**I/O nets highlighted**

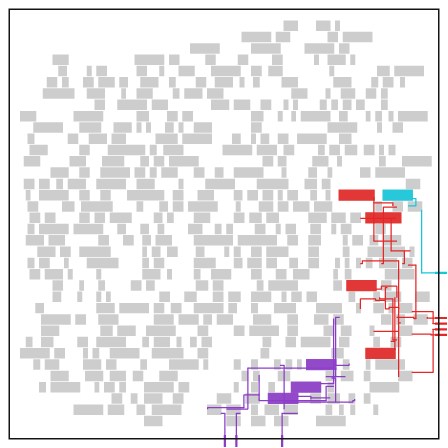
**Clock distribution**

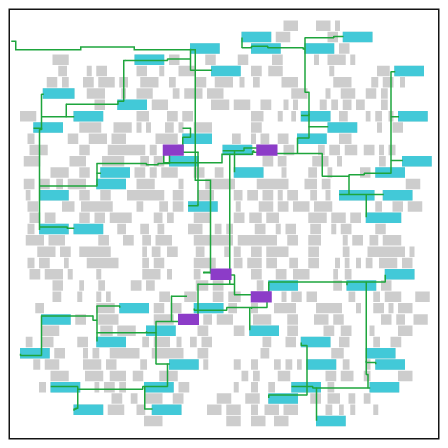
**Placed standard cells**

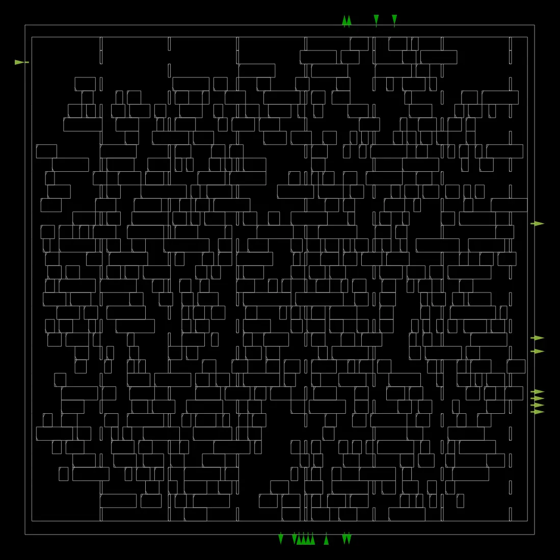
**Metal layers overlaid**

Scale bar: 20 um.
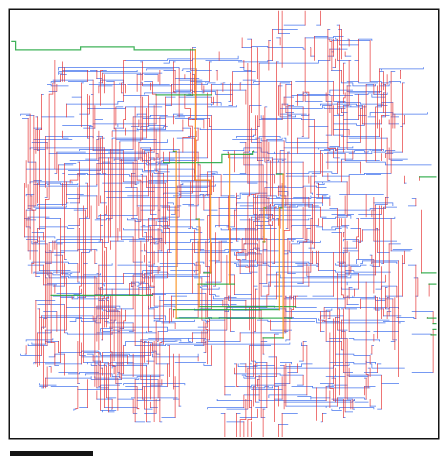
==> config.mk <==
export PLATFORM = sky130hd
export DESIGN_NAME = access_decision_ctrl
export DESIGN_NICKNAME = d
export VERILOG_FILES = /design/src/rtl/access_decision_ctrl.sv
export SDC_FILE = /design/constraint.sdc
export NUM_CORES = 1
export LEC_CHECK = 0
export CAP_MARGIN = 25
export CELL_PAD_IN_SITES_DETAIL_PLACEMENT = 1
export CELL_PAD_IN_SITES_GLOBAL_PLACEMENT = 2
export CORE_UTILIZATION = 30
export CTS_CLUSTER_SIZE = 12
export DETAILED_ROUTE_END_ITERATION = 16
export PLACE_DENSITY_LB_ADDON = 0.1
export SYNTH_ARGS = -nofsm -noshare
export SYNTH_HDL_FRONTEND = slang
export SYNTH_SLANG_ARGS = --single-unit
==> constraint.sdc <==
create_clock -name clk -period 2.23 [get_ports clk]
set_clock_uncertainty 0.15 [all_clocks]
set_input_delay 0.223 -clock clk [delete_from_list [all_inputs] [get_ports clk]]
set_output_delay 0.223 -clock clk [all_outputs]
set_load 0.03 [all_outputs]
==> run notes <==
Figures from the flow reports.

Run status:
- The run finished, with violations left.
- The checks that failed: setup timing.

Setup path:
- The run gives the worst setup path category as flip-flop to flip-flop.
- The run puts the cell count of the worst reg-to-reg path at 8.
- STA classifies the critical path startpoint as a flip-flop.
- The run gives the data arrival at the endpoint of the critical path as 2.50 ns.

Yosys:
- The run puts the adder-cell share of the synthesized area at 0.02041.
- The run gives the cell accounting for the most synthesized area as sky130_fd_sc_hd__dfxtp_1.
- The commonest register cell is sky130_fd_sc_hd__dfxtp_1.
- After synthesis, the largest family of logic cells by area is simple AND/OR/NAND/NOR gates.
- The synthesis report lists the Yosys warning total as 0.
- The run gives the top-area cell type share of the netlist area as 0.3527.
- The run puts the number of cells produced by synthesis at ~350.
- The synthesis report gives the async set-or-reset register share as 0.
- The run gives the xor and xnor fraction of the mapped netlist area as 0.01714.
- The run gives the register area share after synthesis as 0.3527.
- The run gives the netlist area before placement as between 3000 and 4000 um^2.

Layout:
- The run puts the area added between synthesis and finish at 44.49%.
- Leaving out buffers and inverters, the combinational logic in the layout accounts for between 2000 and 2500 um^2.
- Leaving out the clock tree, the finished layout contains an inverter count of 9.
- The run gives the number of multi-input combinational cells as roughly 270.
- The run puts the total inserted antenna cells at 0.
- The run gives the total number of sequential cells as approximately 54.
- After layout, the buffer instance count without clock buffers stands at 106.
- The run gives the buffer share of cell area as 0.2130.

STA:
- The run gives the fmax as between 400 and 500 MHz.
- The run gives the total of endpoints with negative setup slack in the final report as 27.
- The run puts the time the worst path needs with I/O delays and setup at ~2.4 ns.
- The run gives the final critical-path setup slack as -0.1756 ns.
- The run gives the transition time of the tightest slew-check pin as roughly 0.63 ns.
- The run gives the final-layout worst hold slack as approximately 0.33 ns.
- The run gives the worst max-slew margin expressed relative to the limit as 0.5815.
- The run puts the share of the clock period used by the worst path after layout at 1.079.
- The run gives the number of hold violations in the final report as 0.

Run:
- The run puts the number of warnings in the stage logs at 31.

Placement:
- The placement summary gives the final routability congestion estimate as slightly below 0.8.
- The run puts the number of placed instances with taps included at 553.
- For this run the detailed placement stage logged an HPWL of 7.080 mm.
- The run puts the post-place instance area at ~4000 um^2.

Power and ir drop:
- The leakage power in the latest report is between 1.5 and 2 nW.
- Total power for the finished layout comes to between 0.0015 and 0.002 W.

Clocking:
- The run gives the clock sink count as 54.
- The run gives the hold-fix buffer count after cts as 0.
- The run gives the number of buffers inserted during clock tree synthesis as 5.

Min path:
- In the hold timing report, the worst path depth is 2.

Floorplan:
- The run puts the starting density of the core at 0.3122.
- According to the floorplan report, the total die area is roughly 11,000 um^2.

Route:
- The run puts the count of routing violations after the opening detailed-route iteration at just under 50.
## Picture notes: 'I/O nets highlighted'
| color | port | bits | direction | end cells | buffers | wire |
|---|---|---|---|---|---|---|
| cyan | `frame_req` | 1 | output | 1 | 1 | 23.0 um |
| red | `vote_cnt` | 4 | output | 4 | 8 | 214 um |
| purple | `result_id` | 3 | output | 3 | 6 | 188 um |
I/O pins: 21
total of buffers placed on input and output ports: 20

## Picture notes: 'clock distribution'
[cyan] flip-flops | count: 54
[purple] clock-net drivers | count: 5
[green] clock wires | length: 830 um
routed clock nets: 6
power in the clock group: 0.000571 W
Clk network pwr share: 0.334
clk ins delay skew pair: 0.32 ns

## Picture notes: 'placed standard cells'
number of standard cells in the layout, taps in and fillers out: 582
total of fill cells in the finished design: 1,173
well-tap cell count: 133
Core Area: 9819 um^2
post-layout utilization of the core: 0.4511

## Picture notes: 'metal layers overlaid'
| color | layer | wire length |
|---|---|---|
| blue | M1 | 4,750 um |
| red | M2 | 5,190 um |
| green | M3 | 219 um |
| orange | M4 | 222 um |
WL per Instance: 17.83 um
global-route usage over all layers: 0.2111
detailed-route via count: 3,114
final routed wirelength across all metal layers: 10.38 mm

## critical path, cell delays in order (launching register included)
cell and delay [ns]:
sky130_fd_sc_hd__dfxtp_4 0.38, sky130_fd_sc_hd__inv_2 0.04, sky130_fd_sc_hd__ha_4 0.25, sky130_fd_sc_hd__nor3b_2 0.15, sky130_fd_sc_hd__o211ai_1 0.21, sky130_fd_sc_hd__buf_4 0.22, sky130_fd_sc_hd__o21a_4 0.23, sky130_fd_sc_hd__or4_4 0.54
sky130_fd_sc_hd__a211oi_2 0.18
## cells in the final DEF (no fill, tap or decap), types with 3 or more instances in the layout
| cell type | synthesis | routed |
|---|---|---|
| sky130_fd_sc_hd__o21a_4 | 1 | 5 |
| sky130_fd_sc_hd__nand3b_1 | 5 | 5 |
| sky130_fd_sc_hd__a21oi_1 | 14 | 13 |
| sky130_fd_sc_hd__nand3_1 | 21 | 21 |
| sky130_fd_sc_hd__or4_4 | 4 | 9 |
| sky130_fd_sc_hd__ha_1 | 5 | 4 |
| sky130_fd_sc_hd__nor2_1 | 24 | 23 |
| sky130_fd_sc_hd__clkdlybuf4s50_1 | 0 | 20 |
| sky130_fd_sc_hd__dfxtp_1 | 54 | 51 |
| sky130_fd_sc_hd__a211oi_1 | 16 | 6 |
| sky130_fd_sc_hd__xor2_1 | 3 | 3 |
| sky130_fd_sc_hd__buf_6 | 3 | 10 |
| sky130_fd_sc_hd__and3_1 | 3 | 3 |
| sky130_fd_sc_hd__a211oi_2 | 10 | 20 |
| sky130_fd_sc_hd__or3_1 | 9 | 7 |
| sky130_fd_sc_hd__xnor2_1 | 3 | 3 |
| sky130_fd_sc_hd__nor4_4 | 3 | 4 |
| sky130_fd_sc_hd__a21o_1 | 3 | 3 |
| sky130_fd_sc_hd__inv_1 | 9 | 7 |
| sky130_fd_sc_hd__o31ai_1 | 13 | 8 |
| sky130_fd_sc_hd__buf_4 | 0 | 72 |
| sky130_fd_sc_hd__nor2b_1 | 4 | 4 |
| sky130_fd_sc_hd__nand2_1 | 30 | 30 |
| sky130_fd_sc_hd__or4_1 | 10 | 5 |
| sky130_fd_sc_hd__o31ai_2 | 0 | 5 |
| sky130_fd_sc_hd__nand4_1 | 6 | 6 |
| sky130_fd_sc_hd__clkbuf_8 | 0 | 5 |
| sky130_fd_sc_hd__nor3_1 | 10 | 10 |
| sky130_fd_sc_hd__nand2b_1 | 5 | 4 |
| sky130_fd_sc_hd__o21ai_0 | 18 | 17 |
| sky130_fd_sc_hd__and2_1 | 3 | 3 |
## power breakdown
group | switching [W] | leakage (nW) | internal (W)
Sequential | 0.00000417 | 0.437 | 0.000967
Combinational | 0.0000958 | 1.13 | 0.0000717
Clock | 0.000348 | 0.0452 | 0.000223
## what timing repair did
| item | in CTS | in global routing |
|---|---|---|
| resized | 25 | 20 |
| hold endpoints to repair | 0 | 0 |
| endpoints found under the setup margin | 28 | 32 |
| cloned | 4 | 2 |
| buffers inserted | 13 | 2 |
| pin swaps | 18 | 9 |
## routing by layer
metal  vias to the layer above  GRT usage  part of all wire
li1                       1531          -                 -
met1                      1541     0.2621              0.46
met2                        28     0.3738              0.50
met3                        14    0.03458             0.021
met4                         0    0.06284             0.021
met5                         -          0                 0
Power and IR drop assume default switching activity.
